**src/rtl/player_timers_if.sv**
```systemverilog
// Bundle of the time-base, enable and result signals exchanged between the
// Switch side (master) and the player_timers countdown block (slave).
interface player_timers_if;
  logic        CE;
  logic        Enable_p1;
  logic        Enable_p2;
  logic [15:0] P1_TIME;
  logic [15:0] P2_TIME;
  logic        END;
  logic        FLAG_P1;
  logic        FLAG_P2;

  modport master (
    output CE, Enable_p1, Enable_p2,
    input  P1_TIME, P2_TIME, END, FLAG_P1, FLAG_P2
  );

  modport slave (
    input  CE, Enable_p1, Enable_p2,
    output P1_TIME, P2_TIME, END, FLAG_P1, FLAG_P2
  );
endinterface

```
**src/rtl/player_timers.sv**
```systemverilog
// Two-player chess clock: BCD mm:ss countdown per player, optional Fischer
// increment on move completion, and flag/END latching when a clock hits 00:00.
module player_timers #(
  parameter int INIT_MIN = 5,
  parameter int INIT_SEC = 0,
  parameter int INC_SEC  = 0
) (
  input  logic            CLK,
  input  logic            CLR,
  player_timers_if.slave  bus
);

  typedef enum logic {RUN = 1'b0, DONE = 1'b1} state_t;

  localparam logic [15:0] INIT_BCD = {4'(INIT_MIN / 10), 4'(INIT_MIN % 10),
                                      4'(INIT_SEC / 10), 4'(INIT_SEC % 10)};

  // Subtract one second from a nonzero BCD mm:ss value.
  function automatic logic [15:0] bcd_dec(input logic [15:0] t);
    logic [3:0] mt, mu, st, su;
    {mt, mu, st, su} = t;
    if (su != 4'd0) begin
      su = su - 4'd1;
    end else begin
      su = 4'd9;
      if (st != 4'd0) begin
        st = st - 4'd1;
      end else begin
        st = 4'd5;
        if (mu != 4'd0) begin
          mu = mu - 4'd1;
        end else begin
          mu = 4'd9;
          mt = mt - 4'd1;
        end
      end
    end
    return {mt, mu, st, su};
  endfunction

  // Add the increment to a BCD mm:ss value, carrying seconds into minutes
  // and saturating at 99:59.
  function automatic logic [15:0] bcd_add(input logic [15:0] t);
    logic [6:0] secs;
    logic [6:0] mins;
    secs = 7'(t[7:4]) * 7'd10 + 7'(t[3:0]) + 7'(INC_SEC);
    mins = 7'(t[15:12]) * 7'd10 + 7'(t[11:8]);
    if (secs >= 7'd60) begin
      secs = secs - 7'd60;
      mins = mins + 7'd1;
    end
    if (mins > 7'd99) begin
      return 16'h9959;
    end
    return {4'(mins / 7'd10), 4'(mins % 7'd10), 4'(secs / 7'd10), 4'(secs % 7'd10)};
  endfunction

  state_t            state_reg, state_next;
  logic [1:0][15:0]  time_reg;
  logic [1:0][15:0]  time_next;
  logic [1:0]        prev_en_reg;
  logic [1:0]        flag_reg, flag_next;
  logic              end_reg, end_next;
  logic [1:0]        en;
  logic [1:0]        zero;

  assign en = {bus.Enable_p2, bus.Enable_p1};

  // Per-player datapath: index 0 is player 1, index 1 is player 2.
  genvar gi;
  generate
    for (gi = 0; gi < 2; gi++) begin : gen_player
      logic dec_hit;
      logic inc_hit;
      assign zero[gi]  = (time_reg[gi] == 16'h0000);
      // Only the player whose clock runs alone counts down; both-high is illegal and freezes both.
      assign dec_hit   = (state_reg == RUN) && bus.CE && en[gi] && !en[1 - gi] && !zero[gi];
      // Falling enable marks a completed move; a flagged player never gets time back.
      assign inc_hit   = (INC_SEC > 0) && (state_reg == RUN) && prev_en_reg[gi] && !en[gi]
                         && !zero[gi];
      assign time_next[gi] = dec_hit ? bcd_dec(time_reg[gi]) :
                             inc_hit ? bcd_add(time_reg[gi]) : time_reg[gi];
    end
  endgenerate

  // State register.
  always_ff @(posedge CLK) begin
    if (CLR) begin
      state_reg <= RUN;
    end else begin
      state_reg <= state_next;
    end
  end

  // Next state: leave RUN as soon as either registered time reads 00:00.
  always_comb begin
    state_next = state_reg;
    if (state_reg == RUN && zero != 2'b00) begin
      state_next = DONE;
    end
  end

  // Outputs: raise END and latch every flagged player on the RUN -> DONE edge.
  always_comb begin
    end_next  = end_reg;
    flag_next = flag_reg;
    if (state_reg == RUN && zero != 2'b00) begin
      end_next  = 1'b1;
      flag_next = flag_reg | zero;
    end
  end

  // Datapath registers; enable history is tracked in every state.
  always_ff @(posedge CLK) begin
    if (CLR) begin
      time_reg    <= {INIT_BCD, INIT_BCD};
      prev_en_reg <= 2'b00;
      flag_reg    <= 2'b00;
      end_reg     <= 1'b0;
    end else begin
      time_reg    <= time_next;
      prev_en_reg <= en;
      flag_reg    <= flag_next;
      end_reg     <= end_next;
    end
  end

  assign bus.P1_TIME = time_reg[0];
  assign bus.P2_TIME = time_reg[1];
  assign bus.END     = end_reg;
  assign bus.FLAG_P1 = flag_reg[0];
  assign bus.FLAG_P2 = flag_reg[1];

endmodule

```
**src/flat_wrapper.sv**
```systemverilog
// flat-port wrapper written by rule: the top's interface ports become plain ports
module player_timers_flat 
#(
  parameter int INIT_MIN = 5,
  parameter int INIT_SEC = 0,
  parameter int INC_SEC  = 0
)
  (CLK, CLR, bus_CE, bus_Enable_p1, bus_Enable_p2, bus_P1_TIME, bus_P2_TIME, bus_END, bus_FLAG_P1, bus_FLAG_P2);
  player_timers_if bus_i ();
  input  logic CLK;
  input  logic CLR;
  input wire logic [$bits(bus_i.CE)-1:0] bus_CE;
  input wire logic [$bits(bus_i.Enable_p1)-1:0] bus_Enable_p1;
  input wire logic [$bits(bus_i.Enable_p2)-1:0] bus_Enable_p2;
  output wire logic [$bits(bus_i.P1_TIME)-1:0] bus_P1_TIME;
  output wire logic [$bits(bus_i.P2_TIME)-1:0] bus_P2_TIME;
  output wire logic [$bits(bus_i.END)-1:0] bus_END;
  output wire logic [$bits(bus_i.FLAG_P1)-1:0] bus_FLAG_P1;
  output wire logic [$bits(bus_i.FLAG_P2)-1:0] bus_FLAG_P2;
  assign bus_i.CE = bus_CE;
  assign bus_i.Enable_p1 = bus_Enable_p1;
  assign bus_i.Enable_p2 = bus_Enable_p2;
  assign bus_P1_TIME = bus_i.P1_TIME;
  assign bus_P2_TIME = bus_i.P2_TIME;
  assign bus_END = bus_i.END;
  assign bus_FLAG_P1 = bus_i.FLAG_P1;
  assign bus_FLAG_P2 = bus_i.FLAG_P2;
  player_timers #(.INIT_MIN(INIT_MIN), .INIT_SEC(INIT_SEC), .INC_SEC(INC_SEC)) u_core (.CLK(CLK), .CLR(CLR), .bus(bus_i));
endmodule
```
**config.mk**
```make
export PLATFORM = sky130hd
export DESIGN_NAME = player_timers_flat
export DESIGN_NICKNAME = d
export VERILOG_FILES = /design/src/rtl/player_timers_if.sv /design/src/rtl/player_timers.sv /design/src/flat_wrapper.sv
export SDC_FILE = /design/constraint.sdc
export NUM_CORES = 1
export LEC_CHECK = 0
export ABC_CLOCK_PERIOD_IN_PS = 2600
export CAP_MARGIN = 20
export CORE_MARGIN = 1.5
export CORE_UTILIZATION = 45
export DETAILED_ROUTE_END_ITERATION = 16
export PLACE_DENSITY = 0.73
export SYNTH_ARGS = -nofsm -noshare
export SYNTH_HDL_FRONTEND = slang
export SYNTH_SLANG_ARGS = --single-unit
export TNS_END_PERCENT = 10
```
**constraint.sdc**
```tcl
create_clock -name CLK -period 2.6 [get_ports CLK]
set_clock_uncertainty 0.15 [all_clocks]
set_input_delay 0.52 -clock CLK [delete_from_list [all_inputs] [get_ports CLK]]
set_output_delay 0.52 -clock CLK [all_outputs]
set_load 0.005 [all_outputs]
```
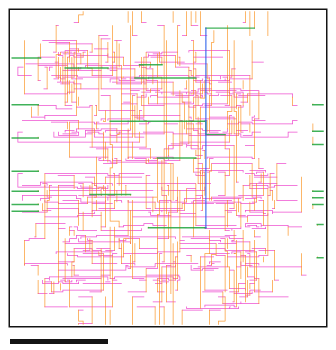
layers.png
Bar = 20 um.
legend:
  blue:
    layer: M4
    wire_length: 40.8 um
  green:
    layer: M3
    wire_length: 142 um
  orange:
    layer: M2
    wire_length: 1620 um
  magenta:
    layer: M1
    wire_length: 1950 um

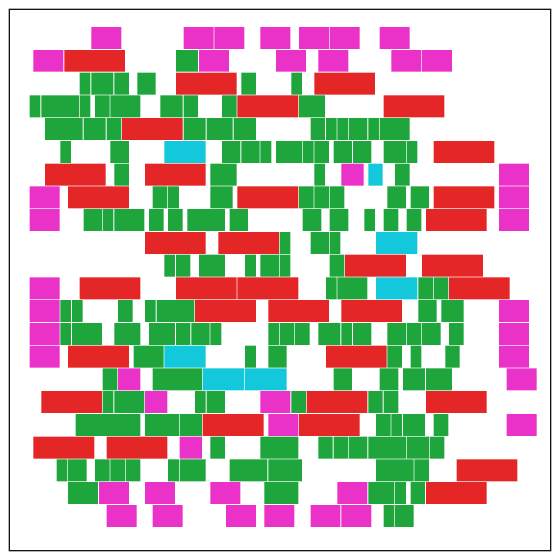
class_map.png
legend:
  red:
    class: sequential cells
    cells: 35
  cyan:
    class: clock drivers and dummy loads
    cells: 7
  green:
    class: remaining logic cells
    cells: 154
  magenta:
    class: remaining buffers and delay cells
    cells: 43

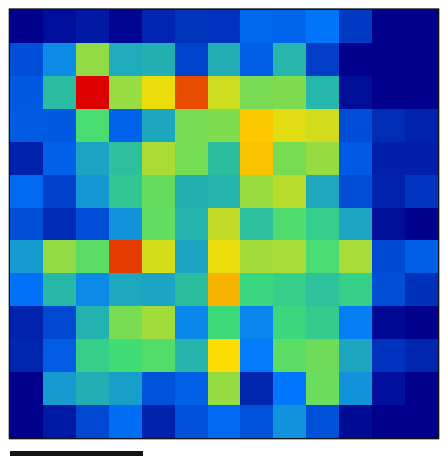
route_heat.png
Bar = 20 um. 13 x 13 tiles, from dark blue (low) to red (high), scaled to the fullest tile. Values are wire area over tile area, all layers added.
fullest tile: 0.43
tiles over half the peak: 26%
mean over tiles: 0.14
nearly empty tiles: 10%

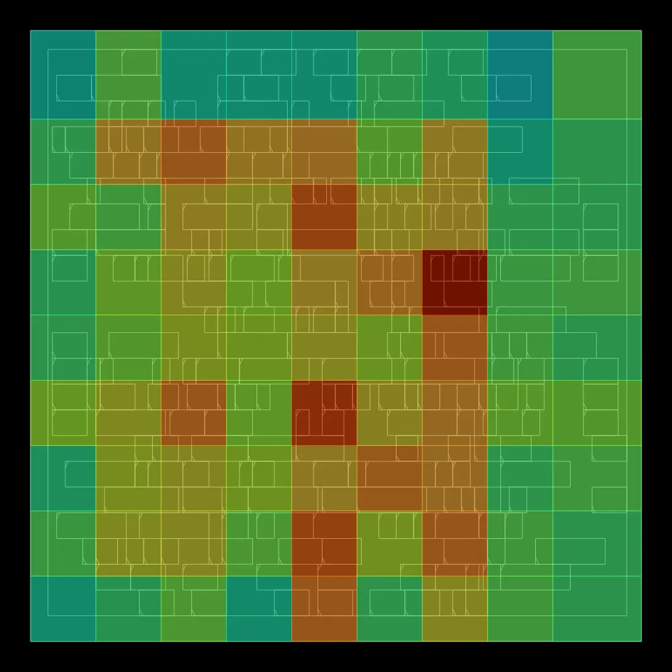
congestion_map.png
Core Util, Final: 61.3%
met3 demand-to-capacity share in global routing: 5.21%
met2 track utilization from global routing: 28.9%
per-cell routed wire length: 13.1 um
highest-utilization routing layer at the global route stage: met2

## path summary, 6_finish.rpt
check        cells past startpoint                             endpoint                          startpoint
max                              5   u_core.bus.P2_TIME[7]$_SDFFE_PP0P_                       bus_Enable_p1
min                              2      u_core.flag_reg[0]$_SDFFE_PP0P_     u_core.flag_reg[0]$_SDFFE_PP0P_
max reg2reg                      4  u_core.bus.P1_TIME[15]$_SDFFE_PP0P_  u_core.bus.P1_TIME[6]$_SDFFE_PP0P_
min reg2reg                      2      u_core.flag_reg[0]$_SDFFE_PP0P_     u_core.flag_reg[0]$_SDFFE_PP0P_
## worst min-delay path, stage by stage (launching register included)
cell,delay (ns)
dfxtp_1,0.34
a31oi_1,0.05
nor2_1,0.07
==> reports/README.md <==
| Parameter | Reported |
|:---|:---|
| Status | complete, no violations |
| Warning total across the stage logs | 28 |
| Worst relative slew slack | 62.2% |
| Syn_nets | 205 |
| Total setup violations reported at the end of the flow | 0 |
| Global placer's final weighted congestion | 0.795 |
| Smallest hold slack | 0.349 ns |
| Synthesized chip area reported by yosys | 0.00171 mm2 |
| Post-synth design cell area | 0.00171 mm2 |
| Post-layout net count | 248 |
| Clock transition time at the flip-flop clock pins of the worst setup and hold paths | 0.07 ns |
| Hpwl dp | 2650 um |
| Cell Chain, Critical Path | clkdlybuf4s50_1 -> nand4bb_1 -> nor3_4 -> or4b_1 -> and3_1 |
| Cell Rows | 22 |
| Clock network latency to the later pin of the worst-skew pair | 0.28 ns |
| Total power per unit cell area | 471 mW/mm2 |
| Layout multi-input combinational cell count | 144 |
| Synthesis-to-layout area growth | 31.7% |
| Simple-gate area share of the yosys netlist | 31.5% |
| Post-synthesis cell type with the largest combined area | dfxtp_1 |
| # placed instances | 280 |
| Cell Type Count | 44 |
| Ranking of synthesized cells by instance count | dfxtp_1, a21oi_1, nor2_1, o21ai_0, nand2_1 |
| Most area-hungry cell class in the final design | logic gates |
| Flip-flops with a built-in enable | 0 |
| Kind of start point of the critical path | input pin |
| DR vias | 1578 |
Power and IR drop assume default switching activity.
